## src/rtl/qs_spi_pkg.sv

```systemverilog
// Shared definitions for the SPI command controller: frame/response layout,
// opcodes, FSM state encoding and small counter helpers.
package qs_spi_pkg;

  localparam int FRAME_W   = 32;
  localparam int PAYLOAD_W = 24;

  localparam int OP_MSB      = 31;
  localparam int OP_LSB      = 28;
  localparam int ADDR_MSB    = 27;
  localparam int ADDR_LSB    = 24;
  localparam int PAYLOAD_MSB = 23;
  localparam int PAYLOAD_LSB = 0;

  localparam int RESP_ERR_BIT = 27;
  localparam int RESP_OVR_BIT = 26;

  localparam logic [3:0] OP_NOP    = 4'h0;
  localparam logic [3:0] OP_WRITE  = 4'h1;
  localparam logic [3:0] OP_READ   = 4'h2;
  localparam logic [3:0] OP_STATUS = 4'h3;

  typedef enum logic [2:0] {
    ST_IDLE    = 3'd0,
    ST_DECODE  = 3'd1,
    ST_WRITE   = 3'd2,
    ST_RD_WAIT = 3'd3,
    ST_RESPOND = 3'd4
  } state_e;

  typedef struct packed {
    logic [3:0]  opcode;
    logic [3:0]  addr;
    logic [23:0] payload;
  } frame_t;

  typedef struct packed {
    logic [3:0]  opcode;
    logic        err;
    logic        ovr;
    logic [1:0]  frame_lsb;
    logic [23:0] data;
  } resp_t;

  function automatic logic op_legal(input logic [3:0] op);
    return op <= OP_STATUS;
  endfunction

  function automatic logic [7:0] sat_inc(input logic [7:0] v);
    return (v == 8'hFF) ? v : v + 8'd1;
  endfunction

endpackage

```

## src/rtl/spi_cmd_ctrl_if.sv

```systemverilog
// SPI-frame and register-bus signals of the command controller.
// slave: the controller; master: SPI front end plus register file.
interface spi_cmd_ctrl_if #(
  parameter int DATA_LEN = 32,
  parameter int ADDR_W   = 4
);
  logic [DATA_LEN-1:0] rx_data;
  logic                rx_ready;
  logic [DATA_LEN-1:0] tx_data;
  logic [ADDR_W-1:0]   reg_addr;
  logic                reg_wr_en;
  logic [23:0]         reg_wr_data;
  logic                reg_rd_en;
  logic [23:0]         reg_rd_data;

  modport slave (
    input  rx_data, rx_ready, reg_rd_data,
    output tx_data, reg_addr, reg_wr_en, reg_wr_data, reg_rd_en
  );

  modport master (
    output rx_data, rx_ready, reg_rd_data,
    input  tx_data, reg_addr, reg_wr_en, reg_wr_data, reg_rd_en
  );
endinterface

```

## src/rtl/spi_cmd_ctrl.sv

```systemverilog
// SPI command controller: decodes received frames into register writes/reads
// and builds the response word shifted out during the next frame.
//
// state      | meaning
// IDLE       | waiting for a rx_ready rising edge
// DECODE     | frame captured; pulse reg_rd_en for READ
// WRITE      | reg_wr_en pulse with captured addr/payload
// RD_WAIT    | capture reg_rd_data
// RESPOND    | load tx_data, update counters
module spi_cmd_ctrl
  import qs_spi_pkg::*;
#(
  parameter int DATA_LEN = 32,
  parameter int ADDR_W   = 4
) (
  input  logic           clk,
  input  logic           rst,
  spi_cmd_ctrl_if.slave  bus,
  output logic           busy
);

  state_e              state_q, state_d;
  frame_t              frame_q;
  resp_t               resp_d;
  logic [DATA_LEN-1:0] rx_word;
  logic [FRAME_W-1:0]  tx_q;
  logic [23:0]         rd_data_q;
  logic [7:0]          frame_cnt, err_cnt, ovr_cnt;
  logic                rx_ready_q, rx_rise, accept, drop;
  logic                ovr_pend;
  logic                wr_en, rd_en;

  assign rx_word = bus.rx_data;
  assign rx_rise = bus.rx_ready & ~rx_ready_q;
  assign accept  = rx_rise & (state_q == ST_IDLE);
  assign drop    = rx_rise & (state_q != ST_IDLE);

  assign busy            = (state_q != ST_IDLE);
  assign bus.tx_data     = tx_q;
  assign bus.reg_addr    = frame_q.addr[ADDR_W-1:0];
  assign bus.reg_wr_data = frame_q.payload;
  // Strobes are masked by rst so a reset landing in DECODE/WRITE never leaks a pulse.
  assign bus.reg_wr_en   = wr_en & ~rst;
  assign bus.reg_rd_en   = rd_en & ~rst;

  // State register.
  always_ff @(posedge clk) begin
    if (rst) state_q <= ST_IDLE;
    else     state_q <= state_d;
  end

  // Next-state decode and register strobes.
  always_comb begin
    state_d = state_q;
    wr_en   = 1'b0;
    rd_en   = 1'b0;
    unique case (state_q)
      ST_IDLE:    if (accept) state_d = ST_DECODE;
      ST_DECODE: begin
        case (frame_q.opcode)
          OP_WRITE: state_d = ST_WRITE;
          OP_READ: begin
            rd_en   = 1'b1;
            state_d = ST_RD_WAIT;
          end
          default:  state_d = ST_RESPOND;
        endcase
      end
      ST_WRITE: begin
        wr_en   = 1'b1;
        state_d = ST_RESPOND;
      end
      ST_RD_WAIT: state_d = ST_RESPOND;
      ST_RESPOND: state_d = ST_IDLE;
      default:    state_d = ST_IDLE;
    endcase
  end

  // Response word; counters are taken before this frame's own update.
  always_comb begin
    resp_d           = '0;
    resp_d.opcode    = frame_q.opcode;
    resp_d.err       = ~op_legal(frame_q.opcode);
    resp_d.ovr       = ovr_pend;
    resp_d.frame_lsb = frame_cnt[1:0];
    case (frame_q.opcode)
      OP_WRITE:  resp_d.data = frame_q.payload;
      OP_READ:   resp_d.data = rd_data_q;
      OP_STATUS: resp_d.data = {frame_cnt, err_cnt, ovr_cnt};
      default:   resp_d.data = '0;
    endcase
  end

  // Frame capture, read capture, counters and tx register.
  always_ff @(posedge clk) begin
    if (rst) begin
      // Previous rx_ready resets high so a level still present after reset is not taken as an edge.
      rx_ready_q <= 1'b1;
      frame_q    <= '0;
      rd_data_q  <= '0;
      tx_q       <= '0;
      frame_cnt  <= '0;
      err_cnt    <= '0;
      ovr_cnt    <= '0;
      ovr_pend   <= 1'b0;
    end else begin
      rx_ready_q <= bus.rx_ready;
      if (accept) frame_q <= frame_t'(rx_word);
      if (state_q == ST_RD_WAIT) rd_data_q <= bus.reg_rd_data;
      if (drop) ovr_cnt <= sat_inc(ovr_cnt);
      if (state_q == ST_RESPOND) begin
        tx_q     <= resp_d;
        // A drop in this very cycle belongs to the following response.
        ovr_pend <= drop;
        if (op_legal(frame_q.opcode)) frame_cnt <= frame_cnt + 8'd1;
        else                          err_cnt   <= sat_inc(err_cnt);
      end else if (drop) begin
        ovr_pend <= 1'b1;
      end
    end
  end

endmodule

```

## src/flat_wrapper.sv

```systemverilog
// flat-port wrapper written by rule: the top's interface ports become plain ports
module spi_cmd_ctrl_flat import qs_spi_pkg::*;
#(
  parameter int DATA_LEN = 32,
  parameter int ADDR_W   = 4
)
  (clk, rst, busy, bus_rx_data, bus_rx_ready, bus_reg_rd_data, bus_tx_data, bus_reg_addr, bus_reg_wr_en, bus_reg_wr_data, bus_reg_rd_en);
  spi_cmd_ctrl_if #(.DATA_LEN(DATA_LEN), .ADDR_W(ADDR_W)) bus_i ();
  input  logic clk;
  input  logic rst;
  output logic busy;
  input wire logic [$bits(bus_i.rx_data)-1:0] bus_rx_data;
  input wire logic [$bits(bus_i.rx_ready)-1:0] bus_rx_ready;
  input wire logic [$bits(bus_i.reg_rd_data)-1:0] bus_reg_rd_data;
  output wire logic [$bits(bus_i.tx_data)-1:0] bus_tx_data;
  output wire logic [$bits(bus_i.reg_addr)-1:0] bus_reg_addr;
  output wire logic [$bits(bus_i.reg_wr_en)-1:0] bus_reg_wr_en;
  output wire logic [$bits(bus_i.reg_wr_data)-1:0] bus_reg_wr_data;
  output wire logic [$bits(bus_i.reg_rd_en)-1:0] bus_reg_rd_en;
  assign bus_i.rx_data = bus_rx_data;
  assign bus_i.rx_ready = bus_rx_ready;
  assign bus_i.reg_rd_data = bus_reg_rd_data;
  assign bus_tx_data = bus_i.tx_data;
  assign bus_reg_addr = bus_i.reg_addr;
  assign bus_reg_wr_en = bus_i.reg_wr_en;
  assign bus_reg_wr_data = bus_i.reg_wr_data;
  assign bus_reg_rd_en = bus_i.reg_rd_en;
  spi_cmd_ctrl #(.DATA_LEN(DATA_LEN), .ADDR_W(ADDR_W)) u_core (.clk(clk), .rst(rst), .bus(bus_i), .busy(busy));
endmodule
```

## config.mk

```make
export PLATFORM = sky130hd
export DESIGN_NAME = spi_cmd_ctrl_flat
export DESIGN_NICKNAME = d
export VERILOG_FILES = /design/src/rtl/qs_spi_pkg.sv /design/src/rtl/spi_cmd_ctrl_if.sv /design/src/rtl/spi_cmd_ctrl.sv /design/src/flat_wrapper.sv
export SDC_FILE = /design/constraint.sdc
export NUM_CORES = 1
export LEC_CHECK = 0
export ABC_AREA = 0
export CAP_MARGIN = 20
export CORE_ASPECT_RATIO = 1.4
export CORE_UTILIZATION = 40
export CTS_CLUSTER_SIZE = 28
export DETAILED_ROUTE_END_ITERATION = 6
export GPL_ROUTABILITY_DRIVEN = 0
export GPL_TIMING_DRIVEN = 0
export HOLD_SLACK_MARGIN = 0.1
export PLACE_DENSITY = 0.67
export SETUP_SLACK_MARGIN = 0.15
export SYNTH_ARGS = -nofsm -noshare
export SYNTH_HDL_FRONTEND = slang
export SYNTH_SLANG_ARGS = --single-unit
```

## constraint.sdc

```tcl
create_clock -name clk -period 1.9 [get_ports clk]
set_input_delay 0.19 -clock clk [delete_from_list [all_inputs] [get_ports clk]]
set_output_delay 0.19 -clock clk [all_outputs]
set_load 0.02 [all_outputs]
```

==> highlights.md, run 1 <==
### Setup path
* **CP arrival** 1.75 ns
* **nature of the critical path endpoint** output pin
* **crit-path max FO** 2
* **critical path, cell by cell** or4b_4, nor4_4, buf_4
* **slowest stage cell, crit path** sky130_fd_sc_hd__or4b_4
* **R2R Path Start** u_core.state_q[2]$_SDFFE_PP0P_
* **required time at the endpoint of the critical path** 1.71 ns
* **type of the worst setup path** flop to output pin
* **Worst setup SP type** flop
* **startpoint of the most critical setup path** u_core.state_q[2]$_SDFFE_PP0P_

### Global route
* **global-route total usage across every layer** 24.6%
* **via count of the first global-routing pass** 5,049
* **global-route wire length before repair** 25,300 um
* **number of antenna violations at the first check in global routing** 0
* **maximum number of pins on one net before global-route repair** 17
* **global route overflow** 0

### Power and ir drop
* **worst vdd rail ir drop** 615 uV
* **sequential share of power** 39.7%
* **power per cell area** 824 mW/mm^2
* **net switching share of the total power** 22.6%
* **leakage power total** 2.77 nW
* **Design Power** 6.37 mW
* **logic gate share of total power** 9.4%
* **proportion of power drawn by the clock network** 50.8%
* **Switching Power** 1.44 mW
* **Pint** 4.93 mW

### Logic synthesis
* **Yosys top cell by instances** sky130_fd_sc_hd__nand2_1
* **most area-hungry cell type in the Yosys netlist** sky130_fd_sc_hd__dfxtp_1
* **Seq/Total Area, Yosys** 46.5%
* **share of Yosys cell area claimed by the top area cell type** 46.5%
* **main area contributors** sky130_fd_sc_hd__dfxtp_1 46%, sky130_fd_sc_hd__nand2_1 10%, sky130_fd_sc_hd__a21oi_1 9.4%
* **Mapped Nets** 665
* **syn avg cell area** 8.36 sq um
* **Synth Instances** 603
* **yosys stat cell total** 603
* **total number of yosys warnings** 0
* **most used flip-flop cell** sky130_fd_sc_hd__dfxtp_1
* **count of library flops with an enable pin** 0
* **post-synthesis instance area** 0.00504 sq mm
* **synthesized flop and latch total** 117
* **leading cell types by count after synthesis** 136 x sky130_fd_sc_hd__nand2_1, 117 x sky130_fd_sc_hd__dfxtp_1, 95 x sky130_fd_sc_hd__a21oi_1
* **count of cell types in the netlist** 45
* **ys async rst share** 0%
* **Yosys Chip Area** 0.00504 sq mm

### Timing
* **period utilisation layout** 102%
* **peak clock frequency supported by timing** 0.516 GHz
* **final setup violating endpoints** 2
* **Final Slew Violations** 0
* **Rel. slew slack** 56.2%
* **final hold vios** 0
* **sum of negative setup slack** -0.0417 ns
* **minimum setup slack in the final design** -0.0383 ns
* **transition time of the tightest slew-check pin** 0.657 ns
* **Setup Skew** 0.00760 ns
* **fin crit period** 1.94 ns
* **unrepaired setup endpoints after global routing** true

### Clock network
* **count of H-tree levels built during CTS** 4
* **CTS clk-pin slew, worst paths** 0.05 ns
* **maximum clock path buffer count** 2
* **TritonCTS clock tree** built
* **cts bufs inserted** 17
* **hold_buf cts** 0
* **clock root buffer** sky130_fd_sc_hd__clkbuf_16
* **clk latency late pin** 0.41 ns

### Finish
* **final design instance area without fill** 0.00772 sq mm
* **number of cells in the finished layout apart from fillers** 932
* **area delta synth->final** 53.3%
* **share of post-route cells with drive strength above 1** 23.0%
* **most frequently placed logic cells in the final layout** 135 x sky130_fd_sc_hd__nand2_1, 117 x sky130_fd_sc_hd__clkdlybuf4s50_1, 109 x sky130_fd_sc_hd__dfxtp_1
* **most frequent standard cell in the layout excluding fill and tap cells** sky130_fd_sc_hd__nand2_1
* **Layout Nets** 831

### Placed design
* **Port-buffer cells** 121
* **estimated wirelength of the detail-placed design** 11,100 um
* **worst slack after detailed placement** -0.647 ns
* **placement-stage cell area** 0.00644 sq mm
* **# placed instances** 874

### Hold path
* **Tightest Hold Check Type** input pin to flop
* **launch point of the worst hold path** rst

### Run status
* **run status** finished with violations
* **failing checks** negative setup slack

### Die
* **vertical die dimension** 135 um
* **io pins** 122
* **overall die width** 96.9 um
* **starting density of the core** 40.9%
* **# rows** 48
* **Core Footprint** 0.0123 sq mm

### Detailed routing
* **First-pass DRT Iterations** 5
* **WL/cell** 17.7 um
* **post-detailed-route DRC marker count** 0
* **routed wire length** 16,500 um
* **DR iter-0 viols** 283
* **remaining antenna violation count after routing** 0
* **routed via count divided by cell count** 5.53
* **via total after detailed routing** 5,150

### Flow run
* **count of maximum capacitance violations** 0
* **number of warnings in the stage logs** 28

## run 1: per-layer routing
layer	global-route usage (%)	vias up	part of all wire (%)
met5	0	-	0
met4	10.9	0	3.1
met3	5.49	43	5.3
met2	44.5	205	53
met1	27.4	2466	38
li1	-	2436	-
## run 1: power groups by stage
stage | logic [mW] | clock network [mW] | registers (mW)
after floorplan | 0.234 | 0 | 2.57
after global placement | 0.475 | 0 | 2.58
after detailed placement | 0.481 | 0 | 2.58
after CTS | 0.534 | 3.25 | 2.53
after global routing | 0.636 | 3.36 | 2.53
final | 0.600 | 3.24 | 2.53
## run 1: final timing paths
check                                        end  slack, ns  depth (start not counted)
max reg2reg     u_core.frame_cnt[4]$_SDFFE_PP0P_          0                          6
max                                bus_reg_rd_en      -0.04                          3
min reg2reg  u_core.bus.reg_addr[3]$_SDFFE_PP0P_       0.46                          2
min               u_core.state_q[1]$_SDFFE_PP0P_       0.21                          3
## run 1: state kept, by name, summed over array words and instances, names as in the netlist
register	flops
u_core.state_q	3
u_core.rx_ready_q	1
u_core.bus.reg_wr_data	24
u_core.rd_data_q	24
u_core.ovr_pend	1
u_core.ovr_cnt	8
u_core.bus.tx_data	32
u_core.frame_q	4
u_core.frame_cnt	8
u_core.bus.reg_addr	4
u_core.err_cnt	8
## run 1: metrics by stage
| stage | hold slack, ns | utilization (%) |
|---|---|---|
| floorplan | 0.297 | - |
| finish | 0.214 | 62.7 |
| detailed placement | 0.450 | 52.3 |
| global placement | 0.444 | 52.3 |
| CTS | 0.324 | 60.6 |
| global route | 0.210 | 62.7 |
## run 1: kinds of logic (layout without fill, tap and decap cells)
family	after synthesis	after routing	share of synthesized area, %
DFF	117	117	46.5
xor gates and xnor gates	11	11	1.91
and+or+nand+nor	233	233	21.5
buffers and inverters	75	254	8.32
adders and majority gates	3	3	0.745
muxes	6	6	1.24
AOI/OAI and AO/OA	158	158	19.8
## run 1: final cells by class
type	instances	area, sq um
sequential	117	2360
fill	996	4590
tap	150	188
buffer	71	497
multi-input combinational	411	2580
inverter	4	15.0
timing repair buffer	147	1470
clock buffer	25	515
clock inverter	7	92.6
## run 1: worst max-delay path, delay by kind of cell, from the launching register on
kind          cells  cell delay (ns)
simple gates      2             0.79
flops             1             0.35
buf+inv           1             0.20
## run 1: repair_timing
action	in CTS	in global routing
cloned	1	3
setup buffers	11	11
endpoints found under the setup margin	85	99
pin swaps	9	48
resized	85	51
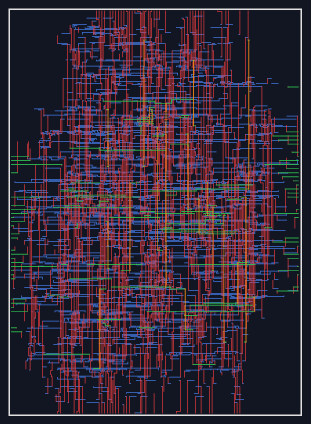
(run_1/metal_stack.png)
Drawn at 3 px/um.
Orange stands for met4, wire length 507 um. Blue stands for met1, wire length 6,330 um. Green stands for met3, wire length 873 um. Red stands for met2, wire length 8,810 um.

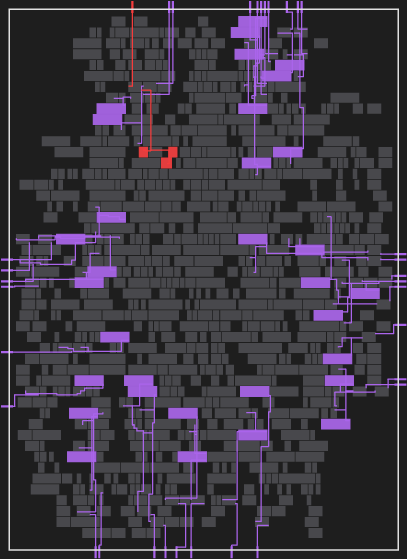
(run_1/port_nets.png)
Drawn at 4 px/um.
Red stands for bus_rx_ready, direction input, end cells 3, wire 47.6 um. Purple stands for bus_tx_data, direction output, end cells 32, wire 1,190 um.

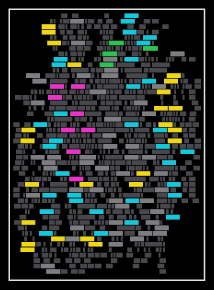
(run_1/registers.png)
Drawn at 2 px/um.
Yellow stands for u_core.bus.reg_wr_data, flops 24, where spread over the die. Green stands for u_core.frame_q, flops 4, where top middle. Magenta stands for u_core.ovr_cnt, flops 8. Cyan stands for u_core.bus.tx_data, flops 32, where spread over the die.
Another 49 sequential cells are not colored.

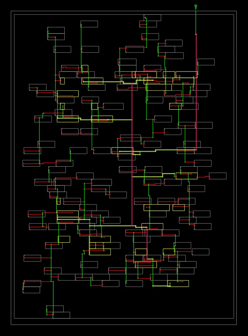
(run_1/final_clocks.png)
clock network power: 3.24 mW
total number of clock tree sinks: 117

==> run 2: changes to the inputs <==
--- a/config.mk
+++ b/config.mk
@@ -8,6 +8,7 @@
 export ABC_AREA = 0
 export CAP_MARGIN = 20
 export CORE_ASPECT_RATIO = 1.4
+export CORE_MARGIN = 2
 export CORE_UTILIZATION = 40
 export CTS_CLUSTER_SIZE = 28
 export DETAILED_ROUTE_END_ITERATION = 6
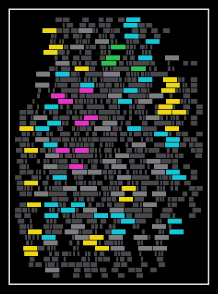
(run_2/registers.png)
Drawn at 2 px/um.
Yellow stands for u_core.bus.reg_wr_data, flops 24, where spread over the die. Magenta stands for u_core.ovr_cnt, flops 8. Green stands for u_core.frame_q, flops 4, where top middle. Cyan stands for u_core.bus.tx_data, flops 32, where spread over the die.
Seq power: 2.54 mW
fraction of area in registers: 31.7%
Seq. cell area: 0.00236 sq mm
end-of-flow core utilization: 60.5%

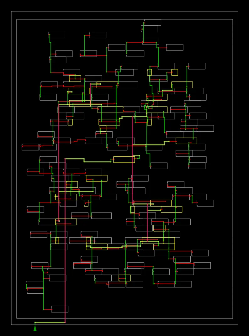
(run_2/final_clocks.png)
count of flip-flops and latches: 117
count of clock buffers in the final design: 23
Setup Skew: 0.00906 ns
cts bufs inserted: 17
clock network power: 3.06 mW

==> run 2 against run 1 <==
The run still ends with negative setup slack left. Critical path depth unchanged. Final cell count fell by 1.3%. Fmax down 0.69%. Die size rose by 3.6%. Synthesized cell count did not move. Via count shrank 1.4%. Wire length decreased by 1.9%. Worst setup slack worse by 0.014 ns.
==> highlights.md, run 2 <==
### Run status
* **run status** finished with violations
* **failing checks** negative setup slack

### Clock network
* **count of H-tree levels built during CTS** 4
* **total number of clock tree sinks** 117
* **CTS clk-pin slew, worst paths** 0.05 ns
* **TritonCTS clock tree** built
* **maximum clock path buffer count** 2
* **clk latency late pin** 0.42 ns
* **clock root buffer** sky130_fd_sc_hd__clkbuf_16

### Setup path
* **crit-path max FO** 7
* **buffers plus inverters on the worst setup path** 1
* **critical path, cell by cell** or4b_4, nor4_4, buf_4
* **type of the worst setup path** flop to output pin
* **R2R Path Start** u_core.state_q[2]$_SDFFE_PP0P_
* **maximum single-stage delay on the critical path** 0.57 ns
* **setup slack on the worst flop-to-flop path** 0.12 ns
* **worst reg2reg endpoint** u_core.bus.reg_wr_data[20]$_SDFFE_PP0P_
* **R2R cell count** 6
* **CP delay by family, top** simple AND/OR/NAND/NOR gates
* **slowest stage cell, crit path** sky130_fd_sc_hd__or4b_4
* **Worst setup SP type** flop
* **nature of the critical path endpoint** output pin
* **CP arrival** 1.76 ns
* **required time at the endpoint of the critical path** 1.71 ns

### Logic synthesis
* **Synth Instances** 603
* **total number of yosys warnings** 0
* **main area contributors** sky130_fd_sc_hd__dfxtp_1 46%, sky130_fd_sc_hd__nand2_1 10%, sky130_fd_sc_hd__a21oi_1 9.4%
* **most area-hungry cell type in the Yosys netlist** sky130_fd_sc_hd__dfxtp_1
* **synthesized flop and latch total** 117
* **Seq/Total Area, Yosys** 46.5%
* **Mapped Nets** 665
* **post-synthesis instance area** 0.00504 sq mm
* **most used flip-flop cell** sky130_fd_sc_hd__dfxtp_1
* **yosys stat cell total** 603
* **ys async rst share** 0%
* **Yosys Chip Area** 0.00504 sq mm
* **Yosys top cell by instances** sky130_fd_sc_hd__nand2_1
* **leading cell types by count after synthesis** 136 x sky130_fd_sc_hd__nand2_1, 117 x sky130_fd_sc_hd__dfxtp_1, 95 x sky130_fd_sc_hd__a21oi_1
* **syn avg cell area** 8.36 sq um
* **share of Yosys cell area claimed by the top area cell type** 46.5%
* **count of library flops with an enable pin** 0
* **count of cell types in the netlist** 45

### Timing
* **unrepaired setup endpoints after global routing** true
* **Rel. slew slack** 59.1%
* **sum of negative setup slack** -0.0620 ns
* **peak clock frequency supported by timing** 0.512 GHz
* **fin crit period** 1.95 ns
* **minimum setup slack in the final design** -0.0518 ns
* **Final Slew Violations** 0
* **final setup violating endpoints** 2
* **transition time of the tightest slew-check pin** 0.614 ns
* **period utilisation layout** 103%
* **final hold vios** 0
* **worst hold margin** 0.323 ns

### Global route
* **via count of the first global-routing pass** 4,971
* **global-route total usage across every layer** 23.3%
* **maximum number of pins on one net before global-route repair** 17
* **number of antenna violations at the first check in global routing** 0
* **global route overflow** 0
* **global-route wire length before repair** 24,600 um

### Power and ir drop
* **logic gate share of total power** 8.5%
* **worst vdd rail ir drop** 598 uV
* **net switching share of the total power** 23.2%
* **power per cell area** 822 mW/mm^2
* **proportion of power drawn by the clock network** 50.0%
* **sequential share of power** 41.4%
* **Pint** 4.70 mW
* **Switching Power** 1.42 mW
* **leakage power total** 2.66 nW

### Flow run
* **number of warnings in the stage logs** 28
* **count of maximum capacitance violations** 0

### Finish
* **count of filler cells inserted in the layout** 1,087
* **max reg flops** 32
* **most frequently placed logic cells in the final layout** 136 x sky130_fd_sc_hd__nand2_1, 115 x sky130_fd_sc_hd__clkdlybuf4s50_1, 107 x sky130_fd_sc_hd__dfxtp_1
* **share of post-route cells with drive strength above 1** 20.4%
* **most frequent standard cell in the layout excluding fill and tap cells** sky130_fd_sc_hd__nand2_1
* **Diodes inserted** 0
* **area delta synth->final** 47.7%
* **Layout Nets** 819
* **combinational gate area** 0.00254 sq mm

### Hold path
* **hold path depth** 3
* **Tightest Hold Check Type** input pin to flop
* **Worst Hold Endpoint** u_core.frame_q[28]$_SDFFE_PP0P_
* **launch point of the worst hold path** bus_rx_data[28]

### Detailed routing
* **DR iter-0 viols** 341
* **routed via count divided by cell count** 5.52
* **post-detailed-route DRC marker count** 0
* **remaining antenna violation count after routing** 0
* **via total after detailed routing** 5,080
* **routed wire length** 16,200 um
* **First-pass DRT Iterations** 5
* **WL/cell** 17.6 um

### Die
* **vertical die dimension** 137 um
* **overall die width** 98.9 um
* **overall chip area** 0.0135 sq mm
* **# rows** 48
* **starting density of the core** 40.9%
* **Core Footprint** 0.0123 sq mm

### Placed design
* **estimated wirelength of the detail-placed design** 11,200 um

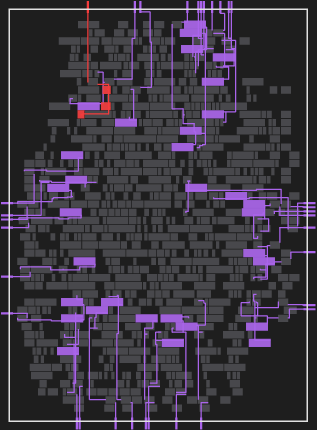
(run_2/port_nets.png)
Drawn at 3 px/um.
Red stands for bus_rx_ready, direction input, end cells 3, wire 47.6 um. Purple stands for bus_tx_data, direction output, end cells 32, wire 1,260 um.
Port-buffer cells: 121
io pins: 122

[run 2: cell counts after synthesis]
Identical to the previous run, type by type.
[run 2: area by class of cell]
cell class | count | area share (%)
multi-input cells | 411 | 34.1
flip-flops and latches | 117 | 31.7
repair buffers | 135 | 17.6
clock buffers | 23 | 6.69
plain buffers | 71 | 6.13
well taps | 150 | 2.52
clock inverters | 9 | 1.01
inverters | 4 | 0.202
[run 2: worst reg2reg max path, stage by stage (launching register included)]
cell and delay (ns):
sky130_fd_sc_hd__dfxtp_4 0.36, sky130_fd_sc_hd__nor3_2 0.35, sky130_fd_sc_hd__and2_1 0.18, sky130_fd_sc_hd__clkbuf_1 0.29
sky130_fd_sc_hd__buf_2 0.29, sky130_fd_sc_hd__nand2_1 0.08, sky130_fd_sc_hd__a21oi_1 0.14
[run 2: routing by layer]
layer  global-route usage [%]  vias to the layer above  wire length, um
li1                         -                     2407                -
met5                        0                        -                0
met2                     42.5                      200             8360
met4                     12.1                        0              743
met3                     4.44                       62              962
met1                     25.6                     2411             6140
[run 2: worst max-delay path by stage]
stage	startpoint	end	slack (ns)	cells past startpoint
after global placement	rst	bus_reg_wr_en	-0.66	5
after detailed placement	rst	bus_reg_wr_en	-0.69	5
after global routing	u_core.state_q[2]$_SDFFE_PP0P_	bus_reg_rd_en	-0.08	3
final	u_core.state_q[2]$_SDFFE_PP0P_	bus_reg_rd_en	-0.05	3
after floorplan	u_core.state_q[2]$_SDFFE_PP0P_	u_core.state_q[0]$_SDFFE_PP0P_	0.18	3
after CTS	u_core.state_q[2]$_SDFFE_PP0P_	bus_reg_rd_en	-0.03	3
[run 2: power by group through the flow]
| stage | sequential (mW) | clock, mW | combinational, mW |
|---|---|---|---|
| after floorplan | 2.57 | 0 | 0.234 |
| after global placement | 2.58 | 0 | 0.475 |
| after detailed placement | 2.58 | 0 | 0.482 |
| after CTS | 2.53 | 3.07 | 0.505 |
| after global routing | 2.54 | 3.19 | 0.559 |
| final | 2.54 | 3.06 | 0.523 |
[run 2: kinds of logic (layout without fill, tap and decap cells)]
| kind of cell | Yosys count | count (layout) | synth area share, % |
|---|---|---|---|
| AOI/OAI and AO/OA | 158 | 158 | 19.8 |
| xor gates and xnor gates | 11 | 11 | 1.91 |
| adders and majority gates | 3 | 3 | 0.745 |
| buffers and inverters | 75 | 242 | 8.32 |
| DFF | 117 | 117 | 46.5 |
| muxes | 6 | 6 | 1.24 |
| and+or+nand+nor | 233 | 233 | 21.5 |
[run 2: stage by stage]
stage,total power [mW],cell area [sq um],instances,worst slack (ns),utilization [%]
final,6.12,7450,920,-0.0518,60.5
after global routing,6.28,7450,920,-0.0802,60.5
after CTS,6.11,7190,915,-0.0330,58.4
after detailed placement,3.06,6440,874,-0.694,52.3
after global placement,3.05,6440,874,-0.662,52.3
after floorplan,2.80,5050,603,0.183,-
[run 2: timing repair]
| action | in CTS | in global routing |
|---|---|---|
| endpoints found under the setup margin | 76 | 97 |
| gates resized | 45 | 62 |
| setup buffers | 9 | 4 |
| hold buffers | 0 | 0 |
| pin swaps | 1 | 4 |
| gates cloned | 0 | 1 |
==> run_2/metal_stack.png <==
Drawn at 3 px/um.
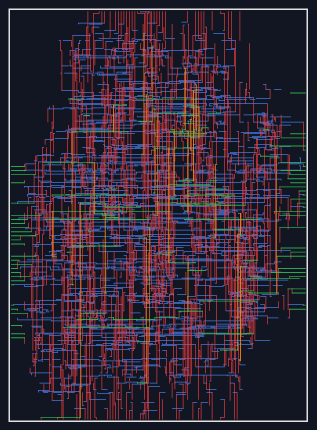

==> run 3: changes to the inputs <==
--- a/config.mk
+++ b/config.mk
@@ -15,8 +15,8 @@
 export GPL_ROUTABILITY_DRIVEN = 0
 export GPL_TIMING_DRIVEN = 0
 export HOLD_SLACK_MARGIN = 0.1
-export PLACE_DENSITY = 0.67
-export SETUP_SLACK_MARGIN = 0.15
+export PLACE_DENSITY = 0.66
+export SETUP_SLACK_MARGIN = 0.3
 export SYNTH_ARGS = -nofsm -noshare
 export SYNTH_HDL_FRONTEND = slang
 export SYNTH_SLANG_ARGS = --single-unit
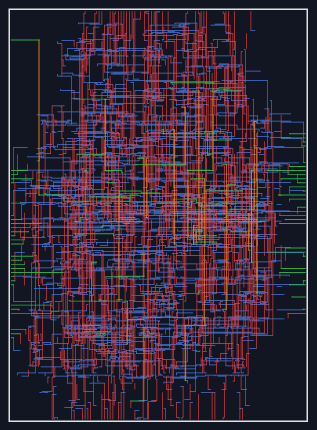
(run_3/metal_stack.png)
Drawn at 3 px/um.
Orange stands for met4, wire length 647 um. Green stands for met3, wire length 942 um. Red stands for met2, wire length 9,340 um. Blue stands for met1, wire length 6,770 um.

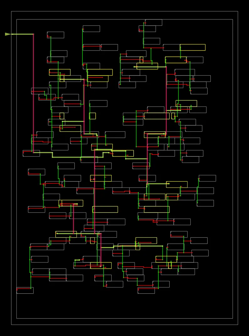
(run_3/final_clocks.png)
clock network power: 3.45 mW
clk latency late pin: 0.42 ns
count of clock buffers in the final design: 22
Setup Skew: 0.00691 ns

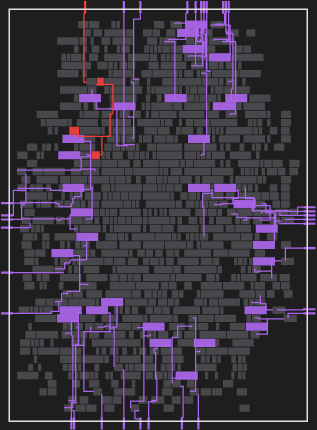
(run_3/port_nets.png)
Drawn at 3 px/um.
Purple stands for bus_tx_data, direction output, end cells 32, wire 1,330 um. Red stands for bus_rx_ready, direction input, end cells 3, wire 69.4 um.

==> run 3 against run 2 <==
The run still ends with negative setup slack left. Count of clock-buffer cells in the layout is 1 lower. Wire length is 9.2% higher. Final cell count grew 2.4%. Global-route usage grew 1.2 points. Critical path type is now flop to flop. Critical endpoint is now u_core.frame_cnt[4]$_SDFFE_PP0P_.
==> highlights.md, run 3 <==
### Placed design
* **estimated wirelength of the detail-placed design** 11,200 um

### Setup path
* **crit-path max FO** 8
* **R2R cell count** 7
* **type of the worst setup path** flop to flop
* **setup slack on the worst flop-to-flop path** -0.06 ns
* **R2R Path Start** u_core.state_q[1]$_SDFFE_PP0P_
* **nature of the critical path endpoint** flop
* **slowest stage cell, crit path** sky130_fd_sc_hd__or4_4
* **worst reg2reg endpoint** u_core.frame_cnt[4]$_SDFFE_PP0P_
* **Worst setup SP type** flop

### Run status
* **run status** finished with violations
* **failing checks** negative setup slack

### Finish
* **most frequent standard cell in the layout excluding fill and tap cells** sky130_fd_sc_hd__nand2_1
* **max reg flops** 32
* **number of cells in the finished layout apart from fillers** 942
* **Layout Nets** 841
* **most frequently placed logic cells in the final layout** 129 x sky130_fd_sc_hd__nand2_1, 101 x sky130_fd_sc_hd__dfxtp_1, 69 x sky130_fd_sc_hd__a21oi_1
* **area delta synth->final** 60.6%

### Detailed routing
* **routed wire length** 17,700 um
* **post-detailed-route DRC marker count** 0
* **DR iter-0 viols** 337
* **First-pass DRT Iterations** 5
* **remaining antenna violation count after routing** 0
* **WL/cell** 18.8 um
* **via total after detailed routing** 5,260

### Logic synthesis
* **Mapped Nets** 665
* **yosys stat cell total** 603
* **Yosys Chip Area** 0.00504 sq mm
* **synthesized flop and latch total** 117
* **share of Yosys cell area claimed by the top area cell type** 46.5%
* **Synth Instances** 603
* **syn avg cell area** 8.36 sq um
* **ys async rst share** 0%
* **count of cell types in the netlist** 45
* **most used flip-flop cell** sky130_fd_sc_hd__dfxtp_1

### Global route
* **number of antenna violations at the first check in global routing** 0
* **global-route total usage across every layer** 24.6%
* **global-route wire length before repair** 25,800 um

### Timing
* **minimum setup slack in the final design** -0.0598 ns
* **transition time of the tightest slew-check pin** 0.707 ns
* **peak clock frequency supported by timing** 0.510 GHz
* **fin crit period** 1.96 ns
* **sum of negative setup slack** -0.0893 ns
* **final setup violating endpoints** 3
* **unrepaired setup endpoints after global routing** true
* **Final Slew Violations** 0

### Clock network
* **cts bufs inserted** 17
* **maximum clock path buffer count** 2
* **count of H-tree levels built during CTS** 4
* **clock root buffer** sky130_fd_sc_hd__clkbuf_16
* **hold_buf cts** 0
* **CTS clk-pin slew, worst paths** 0.05 ns
* **total number of clock tree sinks** 117
* **TritonCTS clock tree** built

### Power and ir drop
* **Design Power** 6.59 mW
* **power per cell area** 814 mW/mm^2

### Hold path
* **Tightest Hold Check Type** input pin to flop
* **Worst Hold Endpoint** u_core.bus.reg_wr_data[7]$_SDFFE_PP0P_
* **launch point of the worst hold path** bus_rx_data[7]
* **hold path depth** 3

### Die
* **starting density of the core** 40.9%
* **io pins** 122
* **vertical die dimension** 137 um
* **# rows** 48
* **overall chip area** 0.0135 sq mm

-- run 3: area by class of cell --
cell class | instances | area (sq um)
clock buffers | 22 | 454
inverters | 4 | 15.0
multi-input cells | 411 | 2790
fillers | 936 | 4220
flip-flops and latches | 117 | 2380
repair buffers | 157 | 1540
clock inverters | 10 | 178
plain buffers | 71 | 552
well taps | 150 | 188
-- run 3: worst max-delay path, delay by kind of cell, from the launching register on --
kind	cells	cell delay (ns)
simple gates	3	0.91
buf+inv	3	0.39
flops	1	0.35
xor+xnor	1	0.16
-- run 3: repair_timing --
action / in CTS / in global routing
setup endpoints to repair: 153 / 112
resized: 144 / 123
gates cloned: 4 / 0
pin swaps: 40 / 42
endpoints found under the hold margin: 0 / 0
setup buffers: 18 / 14
-- run 3: cells by family (layout without fill, tap and decap cells) --
family                     after synthesis  in the layout  synth area share, %
DFF                                    117            117                 46.5
muxes                                    6              6                 1.24
AOI/OAI and AO/OA                      158            158                 19.8
buffers and inverters                   75            264                 8.32
adders and majority gates                3              3                0.745
and+or+nand+nor                        233            233                 21.5
xor gates and xnor gates                11             11                 1.91
-- run 3: worst max-delay path by stage --
stage / cells past startpoint / from / end
after floorplan: 5 / u_core.state_q[2]$_SDFFE_PP0P_ / u_core.frame_cnt[4]$_SDFFE_PP0P_
after global placement: 5 / rst / bus_reg_wr_en
after detailed placement: 5 / rst / bus_reg_wr_en
after CTS: 3 / u_core.state_q[1]$_SDFFE_PP0P_ / bus_reg_rd_en
after global routing: 7 / u_core.state_q[1]$_SDFFE_PP0P_ / u_core.frame_cnt[4]$_SDFFE_PP0P_
final: 7 / u_core.state_q[1]$_SDFFE_PP0P_ / u_core.frame_cnt[4]$_SDFFE_PP0P_
-- run 3: power breakdown --
part	switching [mW]	internal (mW)	leakage, nW	total (mW)
clock	1.10	2.35	0.308	3.45
combinational	0.308	0.298	2.11	0.606
sequential	0.0453	2.48	0.955	2.53
total	1.46	5.13	3.37	6.59
-- run 3: metrics by stage --
stage / setup slack, ns / hold WS (ns) / area [sq um]
global placement: -0.675 / 0.444 / 6460
global route: -0.0756 / 0.321 / 8090
CTS: -0.135 / 0.311 / 7590
detailed placement: -0.660 / 0.454 / 6460
floorplan: 0.284 / 0.297 / 5060
finish: -0.0598 / 0.313 / 8090
-- run 3: routing by layer --
metal / routed length [um] / vias to the layer above / GRT usage, %
met5: 0 / - / 0
met4: 646 / 0 / 11.0
met3: 941 / 62 / 5.21
met2: 9340 / 204 / 44.6
met1: 6770 / 2538 / 27.4
li1: - / 2456 / -
Power figures rest on the tool's default switching activity, not on a simulated workload.
